<file path="config.mk">
export PLATFORM = sky130hd
export DESIGN_NAME = instr_mem_loader_flat
export DESIGN_NICKNAME = d
export VERILOG_FILES = /design/src/rtl/instr_mem_loader_pkg.sv /design/src/rtl/instr_mem_loader_if.sv /design/src/rtl/instr_mem_loader.sv /design/src/flat_wrapper.sv
export SDC_FILE = /design/constraint.sdc
export NUM_CORES = 1
export LEC_CHECK = 0
export CAP_MARGIN = 20
export CORE_MARGIN = 1
export CORE_UTILIZATION = 39
export DETAILED_ROUTE_END_ITERATION = 10
export PLACE_DENSITY_LB_ADDON = 0.25
export SLEW_MARGIN = 10
export SYNTH_ARGS = -nofsm -noshare
export SYNTH_HDL_FRONTEND = slang
export SYNTH_SLANG_ARGS = --single-unit
</file>
<file path="constraint.sdc">
create_clock -name clk -period 7.09 [get_ports clk]
set_clock_uncertainty 0.2 [all_clocks]
set_input_delay 1.418 -clock clk [delete_from_list [all_inputs] [get_ports clk]]
set_output_delay 1.418 -clock clk [all_outputs]
set_load 0.02 [all_outputs]
</file>
<file path="src/rtl/instr_mem_loader_pkg.sv">
// Shared types and sizing for the instruction-memory loader and the memory it writes.
package loader_pkg;

  localparam int MEM_BYTES    = 2048;
  localparam int OFFSET_WIDTH = $clog2(MEM_BYTES);
  localparam int DATA_WIDTH   = 8;

  typedef enum logic [2:0] {
    IDLE   = 3'd0,
    LEN_LO = 3'd1,
    LEN_HI = 3'd2,
    DATA   = 3'd3,
    CHECK  = 3'd4,
    DONE   = 3'd5,
    ERR    = 3'd6
  } loader_state_t;

  // A frame must carry at least one byte and must fit in the instruction array.
  function automatic logic len_ok(input logic [15:0] n, input int max_bytes);
    return (n != 16'd0) && (n <= 16'(max_bytes));
  endfunction

endpackage

</file>
<file path="src/rtl/instr_mem_loader_if.sv">
// Byte-stream input handshake plus instruction-memory write port of the loader.
interface instr_mem_loader_if #(
  parameter int DATA_WIDTH   = 8,
  parameter int OFFSET_WIDTH = 11
);
  logic                    in_valid;
  logic [7:0]              in_data;
  logic                    in_ready;
  logic                    we;
  logic [OFFSET_WIDTH-1:0] waddr;
  logic [DATA_WIDTH-1:0]   wdata;

  // master: the loader itself; slave: byte source plus memory side.
  modport master (
    input  in_valid, in_data,
    output in_ready, we, waddr, wdata
  );

  modport slave (
    output in_valid, in_data,
    input  in_ready, we, waddr, wdata
  );
endinterface

</file>
<file path="src/rtl/instr_mem_loader.sv">
// Parses LEN_LO, LEN_HI, payload, CHK frames and writes the payload into instruction
// memory from offset 0, holding the CPU in reset until a good frame has landed.
module instr_mem_loader #(
  parameter int DATA_WIDTH   = loader_pkg::DATA_WIDTH,
  parameter int MEM_BYTES    = loader_pkg::MEM_BYTES,
  parameter int OFFSET_WIDTH = loader_pkg::OFFSET_WIDTH
) (
  input  logic                      clk,
  input  logic                      rst,
  input  logic                      start,
  instr_mem_loader_if.master        bus,
  output logic                      busy,
  output logic                      done,
  output logic                      error,
  output logic                      cpu_rst
);
  import loader_pkg::*;

  loader_state_t           r_state;
  loader_state_t           w_next;
  logic [7:0]              r_len_lo;
  logic [15:0]             r_rem;
  logic [OFFSET_WIDTH-1:0] r_off;
  logic [7:0]              r_acc;
  logic                    r_we;
  logic [OFFSET_WIDTH-1:0] r_waddr;
  logic [DATA_WIDTH-1:0]   r_wdata;

  logic                    w_ready;
  logic                    w_xfer;
  logic                    w_start;
  logic [15:0]             w_len;
  logic [7:0]              w_chk;

  assign w_xfer  = bus.in_valid && w_ready;
  assign w_len   = {bus.in_data, r_len_lo};
  assign w_chk   = r_acc + bus.in_data;
  assign w_start = start && (r_state == IDLE || r_state == DONE || r_state == ERR);

  always_ff @(posedge clk or posedge rst) begin
    if (rst) r_state <= IDLE;
    else     r_state <= w_next;
  end

  always_comb begin
    w_next  = r_state;
    w_ready = 1'b0;
    busy    = 1'b0;
    done    = 1'b0;
    error   = 1'b0;
    cpu_rst = 1'b0;
    unique case (r_state)
      IDLE: begin
        if (start) w_next = LEN_LO;
      end
      LEN_LO: begin
        w_ready = 1'b1;
        busy    = 1'b1;
        cpu_rst = 1'b1;
        if (w_xfer) w_next = LEN_HI;
      end
      LEN_HI: begin
        w_ready = 1'b1;
        busy    = 1'b1;
        cpu_rst = 1'b1;
        if (w_xfer) w_next = len_ok(w_len, MEM_BYTES) ? DATA : ERR;
      end
      DATA: begin
        w_ready = 1'b1;
        busy    = 1'b1;
        cpu_rst = 1'b1;
        if (w_xfer && r_rem == 16'd1) w_next = CHECK;
      end
      CHECK: begin
        w_ready = 1'b1;
        busy    = 1'b1;
        cpu_rst = 1'b1;
        if (w_xfer) w_next = (w_chk == 8'd0) ? DONE : ERR;
      end
      DONE: begin
        done = 1'b1;
        if (start) w_next = LEN_LO;
      end
      ERR: begin
        error   = 1'b1;
        cpu_rst = 1'b1;
        if (start) w_next = LEN_LO;
      end
      default: w_next = IDLE;
    endcase
  end

  // Counter, accumulator and the one-cycle-delayed write register; the offset may
  // roll over after the final byte of a full-size frame, which is never written.
  always_ff @(posedge clk or posedge rst) begin
    if (rst) begin
      r_len_lo <= '0;
      r_rem    <= '0;
      r_off    <= '0;
      r_acc    <= '0;
      r_we     <= 1'b0;
      r_waddr  <= '0;
      r_wdata  <= '0;
    end else begin
      r_we <= 1'b0;
      if (w_start) begin
        r_len_lo <= '0;
        r_rem    <= '0;
        r_off    <= '0;
        r_acc    <= '0;
      end
      if (w_xfer) begin
        if (r_state == LEN_LO) r_len_lo <= bus.in_data;
        if (r_state == LEN_HI) r_rem <= w_len;
        if (r_state == DATA) begin
          r_we    <= 1'b1;
          r_waddr <= r_off;
          r_wdata <= bus.in_data;
          r_off   <= r_off + 1'b1;
          r_acc   <= w_chk;
          r_rem   <= r_rem - 16'd1;
        end
      end
    end
  end

  assign bus.in_ready = w_ready;
  assign bus.we       = r_we;
  assign bus.waddr    = r_waddr;
  assign bus.wdata    = r_wdata;

endmodule

</file>
<file path="src/flat_wrapper.sv">
// flat-port wrapper written by rule: the top's interface ports become plain ports
module instr_mem_loader_flat import loader_pkg::*;
#(
  parameter int DATA_WIDTH   = loader_pkg::DATA_WIDTH,
  parameter int MEM_BYTES    = loader_pkg::MEM_BYTES,
  parameter int OFFSET_WIDTH = loader_pkg::OFFSET_WIDTH
)
  (clk, rst, start, busy, done, error, cpu_rst, bus_in_valid, bus_in_data, bus_in_ready, bus_we, bus_waddr, bus_wdata);
  instr_mem_loader_if #(.DATA_WIDTH(DATA_WIDTH), .OFFSET_WIDTH(OFFSET_WIDTH)) bus_i ();
  input  logic clk;
  input  logic rst;
  input  logic start;
  output logic busy;
  output logic done;
  output logic error;
  output logic cpu_rst;
  input wire logic [$bits(bus_i.in_valid)-1:0] bus_in_valid;
  input wire logic [$bits(bus_i.in_data)-1:0] bus_in_data;
  output wire logic [$bits(bus_i.in_ready)-1:0] bus_in_ready;
  output wire logic [$bits(bus_i.we)-1:0] bus_we;
  output wire logic [$bits(bus_i.waddr)-1:0] bus_waddr;
  output wire logic [$bits(bus_i.wdata)-1:0] bus_wdata;
  assign bus_i.in_valid = bus_in_valid;
  assign bus_i.in_data = bus_in_data;
  assign bus_in_ready = bus_i.in_ready;
  assign bus_we = bus_i.we;
  assign bus_waddr = bus_i.waddr;
  assign bus_wdata = bus_i.wdata;
  instr_mem_loader #(.DATA_WIDTH(DATA_WIDTH), .MEM_BYTES(MEM_BYTES), .OFFSET_WIDTH(OFFSET_WIDTH)) u_core (.clk(clk), .rst(rst), .start(start), .bus(bus_i), .busy(busy), .done(done), .error(error), .cpu_rst(cpu_rst));
endmodule
</file>
Fig. 1: placed standard cells
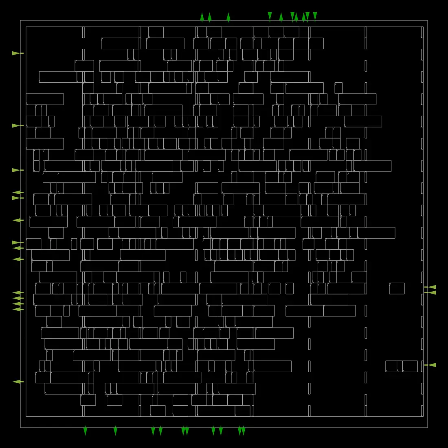
register share of the cell area: 37.96%
count of filler cells inserted in the layout: 912
Seq Cell Count: 66
number of well taps: 129

Fig. 2: placement density heat map
(4 px per micron) 10 x 10 tiles, from dark blue (low) to red (high), 0 to 100% covered.
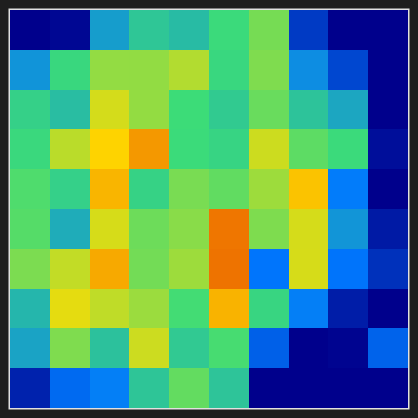
14% of the tiles are nearly empty. The emptiest ninth of the die: bottom right. The mean over all tiles is 42%. 8.0% of the tiles are over 75% full.
Final Util: 47.08%
area of the placeable core: 9240 sq um
Pre-Place Util: 40.12%

Fig. 3: I/O nets highlighted
(4 px per micron)
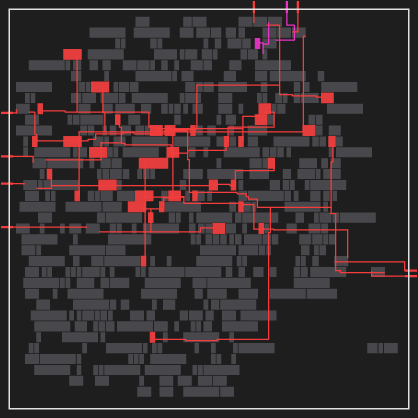
Key: magenta = busy [bits 1, direction output, edge top, end cells 1, buffers 1, wire 24.6 microns]; red = bus_in_data [bits 8, direction input, edge 4 left, 2 right, 2 top, end cells 37, buffers 8, wire 862 microns]
IO Pins: 37
number of buffers inserted by port buffering: 36

Fig. 4: metal 1
(6 px per micron) Supply wires on this layer in grey. Cells faint in the background.
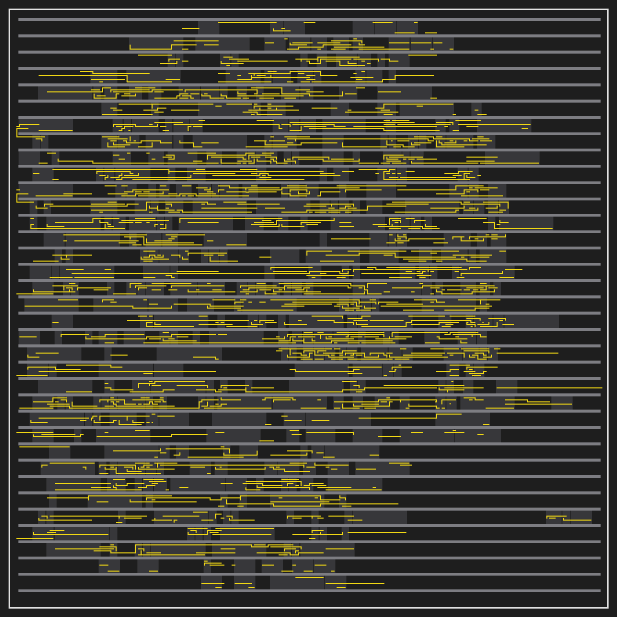
The longest straight run is 39.6 microns. 436 nets have wire on it. The layer holds 49% of the routed length.
Vias: 3093
total wire length after detailed routing: 8.631 mm
global-route track usage on met1: 26.82%

Fig. 5: drive-strength map
(4 px per micron)
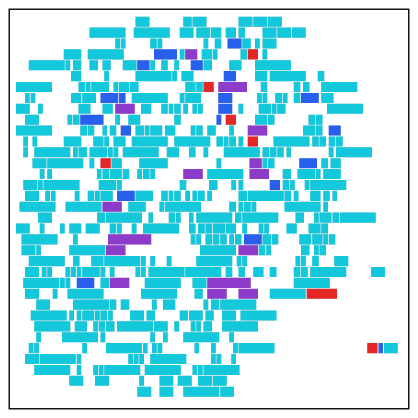
Key: blue = drive 2 [cells 20, share 4.4%]; purple = drive 6 and up [cells 15, share 3.3%, most used clkbuf_8]; cyan = drive 1 or less [cells 415, share 91%, most used nand2_1]; red = drive 3 to 4 [cells 7, share 1.5%, most used buf_4]
finished layout cell area: 4350 sq um
Layout area overhead: 17.35%

==> results.txt <==
yosys + openroad results -> Pre-Repair DR Iteration Count=4, placed cells=570, most frequently used cell type in the post-synthesis netlist=nand2_1, post-cts hold buffer count=0, number of cells produced by synthesis=423, Comb group=850 uW, clock network fraction of design power=19.7%, shortest period the worst path allows=3871 ps, Detail Route Antenna Nets=0, multi-input logic portion of the cell area=43.08%, Num CTS Buffers=9, number of nets at the end of the flow=475, multi-input combinational cell area=1874 sq um, FF+latch area=1652 sq um, Insertion Delay late pin=340 ps, cell area after synthesis=3707 sq um, yosys stat area=3707 sq um, status=completed, required time at the worst-slack endpoint=7140 ps, PnR worst setup slack=3219 ps, synth top area cells=dfrtp_1 45%, nand2_1 11%, o21ai_0 5.3%, nor2_1 3.8%, ha_1 3.4%, combinational group share of total power=46.5%, met1 wire length=4.230 mm, final tally of max-slew violations=0, complex-gate fraction of the synthesized area=17.04%, ratio of routed vias to standard cells=5.278, count of yosys warnings during synthesis=0, final global-route overflow total=0, crit path cell chain=clkdlybuf4s50_1, ha_1, fa_1, a211oi_1, nor2_1, xnor2_1, and3_2, a41o_1, o31ai_1, total clock sinks=66, top area contributor share=44.55%, kind of launch point of the worst setup path=input port, drt wl/cell=14.73 microns, data-path buffer share of cell area in the final layout=8.973%, post-placement worst setup slack=2907 ps, Non-CTS inverters=11, number of setup buffers added after CTS=0, cell depth of the worst hold path=2, R2R Setup Slk=4520 ps, Die Height=99.50 microns, number of antenna violations at the first check in global routing=0, launching element of the worst setup path=bus_in_data[0], setup TNS=0 ps, reg2reg start=u_core.r_acc[0], number of clock buffer instances in the layout=10, post-layout total power=1.826 mW, worst setup path end=u_core.r_state[1], top layer in use=met4, Synth area leader=dfrtp_1, OpenROAD warning count=27, critical path capture point type=flip-flop, Clock Tree Root=clkbuf_8, relative contribution of sequential cells to total power=33.7%, highest-power group=combinational cells, Critical Path Max Stage Delay=510 ps, transition time of the tightest slew-check pin=987.5 ps, die width=99.50 microns, Worst Hold Margin=278.2 ps, unrepaired setup endpoints after global routing=no, arrival time of data at the critical path endpoint=3920 ps, max-cap check violation count=0, antenna fix cells=0, largest cell class by area=combinational gates, count of cell instances traversed by the critical path=9, buffer and inverter count on the worst path=1, largest register by flop count=u_core.r_rem, type of the worst min-delay path=reg2reg, met3 wire length=329 microns, GRT Overall Usage=18.70%, switching pwr=791.8 uW, endpoint of the worst-slack reg-to-reg timing path=u_core.r_state[1], commonest non-fill, non-tap cells in the layout=104 x nand2_1, 66 x dfrtp_1, 39 x o21ai_0, met3 global-route usage=2.881%, tally of non-filler cells in the final layout=586, final weighted congestion in routability-driven placement=0.7949, clock group total power=360 uW, Pwr Density=419.8 nW/um^2, num rows=35, Top FF cell, synth=dfrtp_1, pin count of the biggest net entering global routing=67, leakage dissipation=1.926 nW, multiplexer share of the synthesized area=1.350%, area fraction in and, or, nand and nor cells after synthesis=24.70%, switching power share of the total=43.35%, synthesized area per cell=8.764 sq um, seq pwr=616 uW, maximum fanout count along the critical path=5, Slowest-stage cell, CP=clkdlybuf4s50_1, number of global-route vias before repair=2963, placed instance area=4124 sq um, Distinct cells, synth=59, remaining design rule violation count=0, leading cell types by count after synthesis=104 x nand2_1, 66 x dfrtp_1, 39 x o21ai_0, 38 x nor2_1, 20 x a21oi_1, synthesized net count=446, final hold violation count=0, biggest combinational cell group after synthesis=simple AND/OR/NAND/NOR gates, Synth Seq Share=44.55%, number of instances resized during post-cts repair=0, Detailed Route Iter0 Violations=228, global-route wire length before repair=14.66 mm, clock input transition at the sequential cells of the worst setup and hold paths=80 ps, busiest grt layer=met2, Hold Path Origin=u_core.bus.waddr[8], destination of the worst hold path=u_core.bus.waddr[8], proportion of layout cells with a drive suffix above 1=9.190%
No activity file was given, so power comes from the tool's default toggle rates.
